===== config.mk =====
export PLATFORM = sky130hd
export DESIGN_NAME = wts_i2s_tx
export DESIGN_NICKNAME = d
export VERILOG_FILES = /design/src/rtl/wts_i2s_tx.sv
export SDC_FILE = /design/constraint.sdc
export NUM_CORES = 1
export LEC_CHECK = 0
export CAP_MARGIN = 40
export CELL_PAD_IN_SITES_DETAIL_PLACEMENT = 1
export CELL_PAD_IN_SITES_GLOBAL_PLACEMENT = 1
export CORE_AREA = 2 2 86 88
export DETAILED_ROUTE_END_ITERATION = 6
export DIE_AREA = 0 0 88 90
export GPL_ROUTABILITY_DRIVEN = 0
export GPL_TIMING_DRIVEN = 1
export HOLD_SLACK_MARGIN = 0.05
export PLACE_DENSITY = 0.84
export SLEW_MARGIN = 40
export SYNTH_ARGS = -nofsm -noshare
export SYNTH_HDL_FRONTEND = slang
export SYNTH_SLANG_ARGS = --single-unit

===== constraint.sdc =====
create_clock -name clk -period 2.2 [get_ports clk]
set_input_delay 0.44 -clock clk [delete_from_list [all_inputs] [get_ports clk]]
set_output_delay 0.44 -clock clk [all_outputs]
set_load 0.01 [all_outputs]

===== src/rtl/wts_i2s_tx.sv =====
// wts_i2s_tx: Philips I2S serialiser for the 15-bit offset-binary wave table outputs.
// Serial clocks come from a programmable system-clock divider; outputs change only on BCLK fall events.
module wts_i2s_tx #(
    parameter int BCLK_HALF = 6
) (
    input  logic        clk,
    input  logic        nreset,
    input  logic        enable,
    input  logic        mute,
    input  logic [14:0] wavl,
    input  logic [14:0] wavr,
    output logic        sample_ack,
    output logic        i2s_bclk,
    output logic        i2s_lrck,
    output logic        i2s_sdata
);
    logic [7:0]  div_q, div_d;
    logic [4:0]  bit_q, bit_d, bit_nx;
    logic [31:0] shreg_q, shreg_d;
    logic        bclk_q, bclk_d, lrck_q, lrck_d, sdata_q, sdata_d, ack_q, ack_d;
    logic        tc, fall, load;
    logic [15:0] pcm_l, pcm_r;

    always_comb begin
        tc      = div_q == 8'(BCLK_HALF - 1);
        fall    = tc & bclk_q;
        bit_nx  = bit_q + 5'd1;
        load    = fall & (bit_nx == 5'd1);
        pcm_l   = mute ? 16'h0000 : {~wavl[14], wavl[13:0], 1'b0};
        pcm_r   = mute ? 16'h0000 : {~wavr[14], wavr[13:0], 1'b0};
        div_d   = tc ? 8'd0 : div_q + 8'd1;
        bclk_d  = bclk_q ^ tc;
        bit_d   = fall ? bit_nx : bit_q;
        lrck_d  = fall ? bit_nx[4] : lrck_q;
        shreg_d = load ? {pcm_l, pcm_r} : fall ? {shreg_q[30:0], 1'b0} : shreg_q;
        sdata_d = fall ? shreg_d[31] : sdata_q;
        ack_d   = load;
        // Disable is a synchronous clear and overrides a coincident terminal count.
        if (!enable) begin
            div_d   = 8'd0;
            bclk_d  = 1'b0;
            bit_d   = 5'd0;
            lrck_d  = 1'b0;
            shreg_d = 32'd0;
            sdata_d = 1'b0;
            ack_d   = 1'b0;
        end
    end

    always_ff @(posedge clk or negedge nreset) begin
        if (!nreset) begin
            div_q   <= 8'd0;
            bclk_q  <= 1'b0;
            bit_q   <= 5'd0;
            lrck_q  <= 1'b0;
            shreg_q <= 32'd0;
            sdata_q <= 1'b0;
            ack_q   <= 1'b0;
        end else begin
            div_q   <= div_d;
            bclk_q  <= bclk_d;
            bit_q   <= bit_d;
            lrck_q  <= lrck_d;
            shreg_q <= shreg_d;
            sdata_q <= sdata_d;
            ack_q   <= ack_d;
        end
    end

    assign sample_ack = ack_q;
    assign i2s_bclk   = bclk_q;
    assign i2s_lrck   = lrck_q;
    assign i2s_sdata  = sdata_q;
endmodule


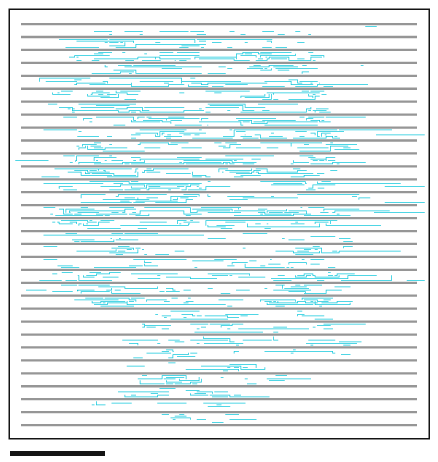
*Met1 routing*
Scale bar: 20 um. Supply wires on this layer in grey.
main direction: horizontal
share of all routed wire: 46%
nets with wire on the layer: 281
wire length on this layer: 3170 um

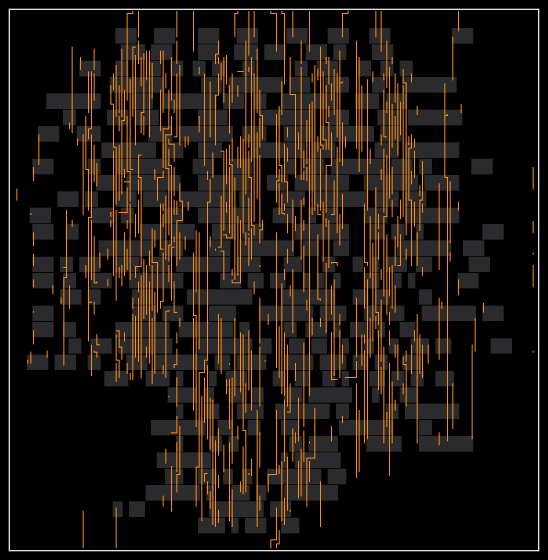
*Signal wires on met2*
share of all routed wire: 49%
longest straight run: 48.6 um
wire length on this layer: 3380 um

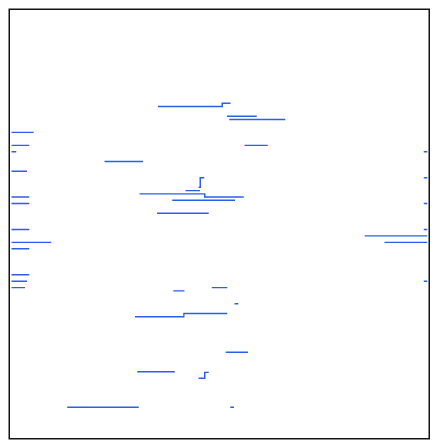
*Signal wires on met3*
share of all routed wire: 3.2%
longest straight run: 14.7 um
wire length on this layer: 218 um
main direction: horizontal
nets with wire on the layer: 31

==> flow_summary_export.csv <==
group,metric,value,unit
synthesis,largest_area_cell,"dfrtp_1",
drt,drt_iter0_drc,215,
clock_network,cts-root-buf,"clkbuf_8",
synthesis,topCellsByArea,"dfrtp_1, o2111a_1, a221o_1",
synthesis,ys_sh_xor,3.07,%
floorplanning,dieHeight,90,um
synthesis,syn_area_per_cell,11.0,um^2
floorplanning,die_w,88,um
synthesis,synth_warnings,0,
setup_path,critPathKind,"register to register",
final_timing,skew,0.00950,ns
clock_network,cts_hold_buffers,0,
setup_path,end_kind,"register",
clock_network,cts_tree,"done",
setup_path,crit_required,2.40,ns
final_timing,setup_viol,0,
drt,drt_pass1_iterations,4,
place,portBuffers,37,
synthesis,edf_count,0,
clock_network,htree_levels,2,
floorplanning,ioPinCount,38,
clock_network,cts_sinks,46,
clock_network,clkTransAtPathRegs,0.09,ns
final_timing,maxSlewHeadroom,45.8,%
drt,wirelength,6870,um
drt,via_count,2108,
final_timing,layout_setup_ws,0.0966,ns
final_layout,utilization,45.9,%
final_layout,fill_cells,795,
clock_network,post_cts_buffers,0,
final_layout,drive_above_1_share,11.9,%
synthesis,syn_area,2560,um^2
global_routing,grt_pass1_wl,10800,um
final_layout,area_growth,25.5,%
synthesis,synth-main-ff-cell,"dfrtp_1",
floorplanning,rows,31,
global_routing,grt_pass1_vias,2202,
final_layout,diodes,0,
synthesis,muxShareOfSynthArea,0.390,%
place,dpl.hpwl,4190,um
job,maxCapViolCount,0,
synthesis,ys_ff,46,
job,warnings,28,
final_layout,fin_nets,306,
setup_path,crit_arrival,2.31,ns
synthesis,yosys_cells,233,
synthesis,fp_nets,272,
final_timing,fmax,475,MHz
synthesis,netlist_logic_family_top,"AND-OR/OR-AND gates",
drt,wire_per_inst,18.7,um
power_and_ir_drop,powerDensity,503,nW/um^2
synthesis,synthAdderAreaFrac,2.44,%
outcome,status,"finished, final reports clean",
clock_network,cts_buffers,5,
power_and_ir_drop,peakVddDrop,267,uV
setup_path,crit_fanout,9,
setup_path,ff2ff_path_depth,8,
global_routing,antenna_found_initial,0,
global_routing,grt_max_degree,58,
synthesis,ys_seq_share,44.9,%
synthesis,yosysUniqueCellTypes,38,
floorplanning,chipArea,7920,um^2
drt,viasPerCell,5.74,
final_timing,drv_slew,0,
synthesis,async_reset_ff_share,100,%
setup_path,start_kind,"register",
final_timing,finalClockPeriodUsage,95.6,%
synthesis,synthSimpleGateAreaFrac,15.8,%
clock_network,clock.latency.late_pin,0.31,ns
global_routing,track_usage,17.2,%
final_timing,tns,0,ns
hold_path,holdCritPathClass,"input port to async pin",
drt,ant_nets,0,
final_timing,hold_viol_final,0,
clock_network,cts_buffer_depth,2,
global_routing,grt_overflow,0,
power_and_ir_drop,power.leakage,1.88,nW
final_timing,min_period,2.10,ns
floorplanning,fp_util,36.5,%
[synth_stat cells (all sizes together), types with 4 or more instances]
cell type / number
a221o: 27
and2: 10
and3: 28
buf: 14
clkbuf: 12
dfrtp: 46
ha: 5
inv: 6
nand2: 4
nand3: 7
nor2: 10
o2111a: 27
xnor2: 5
xor2: 4
[per-stage QoR]
step	instance area (um^2)	hold slack (ns)	power, mW	std cells
3_5_place_dp	3070	0.494	1.00	358
6_report	3220	0.211	1.62	367
4_1_cts	3180	0.235	1.63	366
3_3_place_gp	3050	0.495	0.996	358
2_1_floorplan	2560	0.144	0.901	233
5_1_grt	3220	0.272	1.68	367
[final timing paths]
check | startpoint | endpoint | slack [ns]
setup / recovery | div_q[4]$_DFF_PN0_ | i2s_sdata$_DFFE_PN0P_ | 0.1
hold / removal | nreset | shreg_q[13]$_DFFE_PN0P_ | 0.21
setup reg to reg | div_q[4]$_DFF_PN0_ | i2s_sdata$_DFFE_PN0P_ | 0.1
hold reg to reg | i2s_sdata$_DFFE_PN0P_ | i2s_sdata$_DFFE_PN0P_ | 0.51
max in group asynchronous | nreset | bit_q[0]$_DFFE_PN0P_ | 1.59
min in group clk | i2s_sdata$_DFFE_PN0P_ | i2s_sdata$_DFFE_PN0P_ | 0.51
[routing by layer]
layer  up-vias  track usage (%)  share of wire, %
met1      1067             23.7                46
met3         9             2.94               3.2
met4         0             5.77               1.4
met2        50             27.3                49
met5         -                0                 0
li1        982                -                 -
[kinds of logic (layout without fill, tap and decap cells)]
logic type | count (synthesis) | count (layout)
buf+inv | 32 | 67
flops | 46 | 46
compound gates | 70 | 70
xor+xnor | 9 | 9
mux | 1 | 1
fa+ha+maj | 5 | 5
simple gates | 70 | 70
[registers in the layout (all words and copies together), names as in the netlist]
name and flops:
bit_q 5, div_q 8, shreg_q 30, i2s_bclk 1
i2s_sdata 1, sample_ack 1
[power by group]
part / switching (mW) / internal (mW) / leakage, nW
clock: 0.297 / 0.339 / 0.0514
sequential: 0.00334 / 0.850 / 0.640
combinational: 0.0597 / 0.0710 / 1.19
[worst max-delay path: stages, from the launching register on]
cell	delay [ns]
dfrtp_1	0.45
nor4_4	0.33
and4b_1	0.24
ha_1	0.24
buf_4	0.20
inv_1	0.07
nor2_1	0.10
o211ai_1	0.10
a32o_1	0.27
[cells in the final DEF (no fill, tap or decap), types with 7 or more instances in the layout]
master	instances
dfrtp_1	46
a221o_1	27
o2111a_1	27
nand3_1	7
nor2_1	10
clkdlybuf4s50_1	36
and3_1	28
buf_4	14
and2_1	8
[what timing repair did]
item | CTS | global route
endpoints found under the setup margin | 2 | 25
gates resized | 1 | 3
cloned | 0 | 1
[area by class of cell]
type,count,area (um^2),share of cell area [%]
inverters,6,22.5,0.700
clock inverters,2,37.5,1.17
flip-flops and latches,46,1150,35.8
repair buffers,53,515,16.0
clock buffers,6,72.6,2.25
well taps,99,124,3.85
multi-input cells,155,1300,40.3
No activity file was given, so power comes from the tool's default toggle rates.
